Design traffic_phase_arbiter_flat, sky130hd; sources not shown.
run_1/met1.png
The bar under the picture is 20 um long.
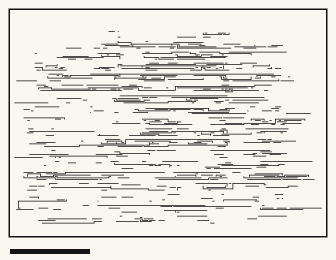
The wires run mostly horizontal. 167 nets have wire on it. The longest straight run is 45.5 um. The layer carries 2050 um of wire.
GR Util met1: 27.6%
DRT Wirelength: 4340 um
Via Count: 1219

run_1/met2.png
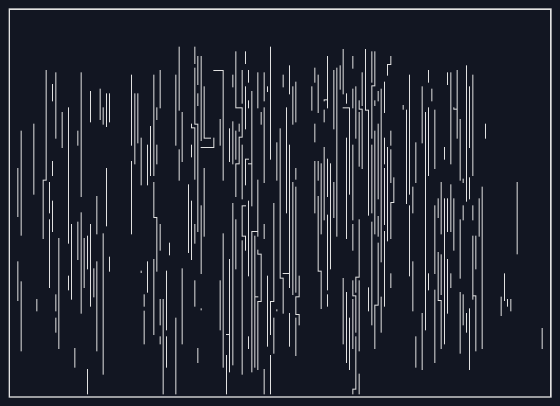
The wires run mostly vertical. The layer holds 48% of the routed length.
met2 Usage GRT: 35.7%

run_1/met3.png
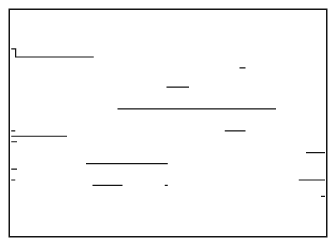
The longest straight run is 39.1 um. The layer carries 129 um of wire. The layer holds 3.0% of the routed length. 12 nets have wire on it.
met3 Usage GRT: 4.55%

==> reports/qor.yml, run 1 <==
status: "complete, no violations"
design_area_um2: 1700
drt_iter0_drc: 42
cts-root-buf: "clkbuf_8"
switching_share_pct: 40.8
holdCritPathClass: "flop to flop"
max_slew.worst_pin.slew_ns: 0.672
power-top-group: "combinational logic"
r2r_cells: 10
rows: 18
gp_congestion: 0.794
fmax_ghz: 0.237
arrival_ns: 4.22
crit_cells: 7
min_path_cells: 1
synth_nets: 161
pin_count: 17
post-route-min-period_ns: 4.21
final_nets: 181
avgSynthCellArea_um2: 9.88
peakVddDrop_mv: 0.174
die_x_um: 78.6
rsz0062_at_grt: "false"
pwr-share-seq_pct: 37.4
drtPass1Iterations: 4
start_kind: "input port"
p_int_w: 0.000287
warning_count: 32
cts_hold_buffers: 0
hpwl_um: 3190
cts_tree: "yes"
drc_errors: 0
seq-power_w: 0.000181
area_growth_pct: 17.8
antenna_found_initial: 0
cts.repair.resized: 0
gr-total-overflow: 0
p_comb_share_pct: 47.0
maxCapViolations: 0
synth_seq_share_pct: 43.9
path_delay_family: "AND-OR/OR-AND gates"
mux_area_share_pct: 3.73
slew_headroom_pct: 53.9
hold_violations: 0
place_area_um2: 1660
wl_per_cell_um: 20.2
core_um2: 3630
period_used_pct: 50.2
lay_top_count: "dfrtp_1"
cts_max_level: 1
netlist_instances: 146
largest_register_ff_count: 8
die-area_um2: 4420
cellLeakagePower_nw: 0.744
max_stage_delay_ns: 0.54
path_class: "input port to flop"
finalSetupViolCount: 0
ys_area_um2: 1440
synthXorXnorAreaFrac_pct: 0
cts_made_buffers: 3
grt_max_degree: 26
clock-sinks: 25
die_h_um: 56.2
ys_warn_count: 0
ys_sh_adder_pct: 7.81
finalSetupTns_ns: 0
synthFlopType: "dfrtp_1"
path_buffers: 1
critPathCaptureType: "flop"
power.density_nw_per_um2: 285
p_sw_w: 0.000197
powerComb_w: 0.000227
utilization_pct: 46.9
-- run 1: synth_stat cells (3+ instances only) --
cell type,count,area (um2)
ha_1,9,113
nand2b_1,3,18.8
a31oi_1,8,50.1
nand3b_1,4,30.0
dfstp_2,6,158
and2_1,4,25.0
o21ai_1,5,25.0
dfrtp_1,19,475
inv_1,10,37.5
nand3_1,4,20.0
nor3_1,3,15.0
nor2_1,10,37.5
nand2_1,8,30.0
a21oi_1,6,30.0
clkbuf_1,4,15.0
and3_1,8,50.1
-- run 1: cells by family (layout without fill, tap and decap cells) --
group | count (synthesis) | in the layout
multiplexers | 5 | 5
AND/OR/NAND/NOR | 53 | 53
adder cells (fa/ha/maj) | 9 | 9
buffers and inverters | 19 | 38
flip-flops | 25 | 25
AND-OR/OR-AND | 35 | 35
-- run 1: through the flow --
step	power [W]	hold slack [ns]	setup WS, ns	instances
after floorplan	0.000315	0.278	4.71	146
after global placement	0.000389	0.301	4.00	211
after detailed placement	0.000406	0.333	3.95	211
after CTS	0.000489	0.356	4.23	215
after global routing	0.000518	0.378	4.08	215
final	0.000484	0.348	4.19	215
-- run 1: area by class of cell --
cell class              instances  area [um2]
plain buffers                   7        28.8
inverters                      12        45.0
flip-flops and latches         25         633
repair buffers                 15         145
multi-input cells             102         736
well taps                      50        62.6
fillers                       403        1930
clock inverters                 1        7.51
clock buffers                   3        41.3
-- run 1: metal layers --
metal	global-route usage, %	vias to the layer above	share of wire [%]
met4	8.02	0	1.7
li1	-	562	-
met3	4.55	7	3.0
met2	35.7	17	48
met5	-	-	0
met1	27.6	633	47
run_1/port_nets.png
The bar under the picture is 20 um long.
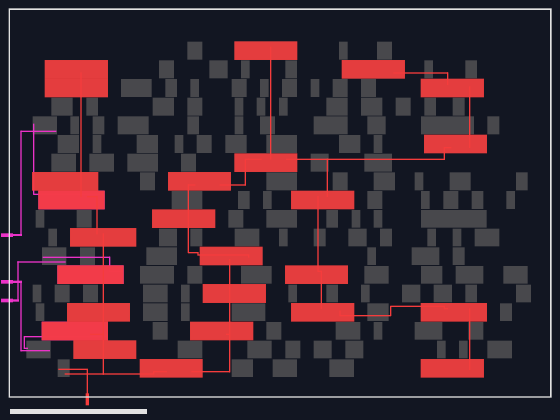

==> inputs of run 2 (changes only) <==
CORE_UTILIZATION = 35   (was 37)
clock period = 4.2 ns   (was 8.4 ns; I/O delays follow)
run_2/port_nets.png
The bar under the picture is 20 um long.
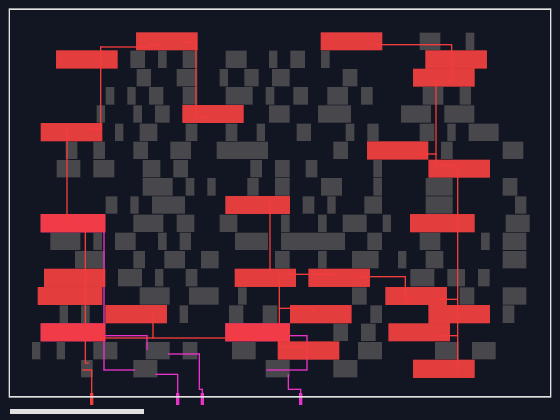
Key: red = `rst_n` [direction input, edge bottom, end cells 25, buffers 1, wire 232 um]; magenta = `bus_red` [direction output, edge bottom, end cells 3, buffers 3, wire 70.2 um]
# port buffers: 15
I/O Pins: 17

==> run 2 against run 1 <==
Compared with the run above:
- worst hold slack lost 0.0040 ns
- sequential power grew 99%
- power grew 97%
- non-clock buffer count is the same
- worst setup slack lost 3.4 ns
- clock-buffer cell count is the same
- sequential share of layout area shrank 0.055 points
- die area grew 5.4%
- final cell count grew 0.93%
- critical path depth is the same
- critical path type unchanged
- critical endpoint unchanged
- highest routed layer unchanged
==> reports/qor.yml, run 2 <==
status: "complete, no violations"
cts_hold_buffers: 0
drt-total-wl_um: 3930
utilization_pct: 43.1
grt_use_met1_pct: 29.4
synth_seq_share_pct: 43.9
holdCritPathClass: "input port to async pin"
grt_util_met3_pct: 3.27
antenna_found_initial: 0
area_growth_pct: 18.0
max_slew.worst_pin.slew_ns: 0.609
wl_per_cell_um: 18.1
lay_top_count: "dfrtp_1"
start_kind: "input port"
rsz0062_at_grt: "false"
largest_register_ff_count: 8
cellLeakagePower_nw: 0.744
synthFlopType: "dfrtp_1"
max_stage_delay_ns: 0.56
die_x_um: 80.7
place_area_um2: 1660
hold_violations: 0
cts_made_buffers: 3
grt_busiest_layer: "met1"
synth_nets: 161
drtPass1Iterations: 4
die_h_um: 57.7
n_fill_cell: 443
met2_usage_pct: 28.0
r2r_cells: 10
path_class: "input port to flop"
grt_max_degree: 26
drc_errors: 0
drt_iter0_drc: 54
avgSynthCellArea_um2: 9.88
design_area_um2: 1700
peakVddDrop_mv: 0.246
slew_headroom_pct: 58.2
holdWs_ns: 0.344
post-route-min-period_ns: 3.37
ys_area_um2: 1440
top_cells_by_count: "19 x dfrtp_1, 10 x inv_1, 10 x nor2_1, 9 x ha_1"
fmax_ghz: 0.297
finalSetupTns_ns: 0
ys_warn_count: 0
area_leaders: "dfrtp_1 33%, dfstp_2 11%, ha_1 7.8%"
cts-root-buf: "clkbuf_8"
p_total_w: 0.000953
finalSetupViolCount: 0
edf_count: 0
critPathCaptureType: "flop"
die-area_um2: 4660
top_cell_area_share_pct: 33.0
yosysTopAreaCell: "dfrtp_1"
dr_total_vias: 1185
cts_max_level: 1
maxCapViolations: 0
top_cell: "dfrtp_1"
final_nets: 181
rows: 19
## run 2: cell counts after synthesis
Identical to the previous run, type by type.
## run 2: worst max-delay path, delay by kind of cell
kind,cells,cell delay [ns]
compound gates,3,0.93
fa+ha+maj,1,0.31
buf+inv,1,0.56
mux,1,0.36
simple gates,1,0.37
## run 2: per-stage QoR
step / cells / setup WS (ns)
CTS: 217 / 0.848
finish: 217 / 0.831
floorplan: 146 / 1.35
global route: 217 / 0.719
global placement: 213 / 0.616
detailed placement: 213 / 0.556
## run 2: where the power goes
part / switching (W) / leakage, nW / total, W / internal [W]
combinational: 0.000251 / 0.403 / 0.000437 / 0.000186
clock: 0.0000878 / 0.0217 / 0.000155 / 0.0000676
sequential: 0.0000416 / 0.320 / 0.000360 / 0.000319
## run 2: logic make-up (layout without fill, tap and decap cells)
| group | count (synthesis) | after routing | synth area share [%] |
|---|---|---|---|
| compound gates | 35 | 35 | 17.8 |
| fa+ha+maj | 9 | 9 | 7.81 |
| mux | 5 | 5 | 3.73 |
| simple gates | 53 | 53 | 21.7 |
| flops | 25 | 25 | 43.9 |
| buf+inv | 19 | 38 | 5.12 |
## run 2: final cells by class
cell class / count / area [um2] / share of cell area [%]
Buffer: 7 / 28.8 / 1.69
Clock buffer: 3 / 41.3 / 2.43
Clock inverter: 1 / 7.51 / 0.441
Inverter: 12 / 45.0 / 2.65
Multi-Input combinational cell: 102 / 736 / 43.2
Sequential cell: 25 / 633 / 37.2
Tap cell: 52 / 65.1 / 3.82
Timing Repair Buffer: 15 / 145 / 8.53
## run 2: metal layers
layer / up-vias / wire [um]
met5: - / 0
met4: 0 / 34
met3: 4 / 76
met2: 11 / 1720
met1: 606 / 2100
li1: 564 / -
Power figures rest on the tool's default switching activity, not on a simulated workload.
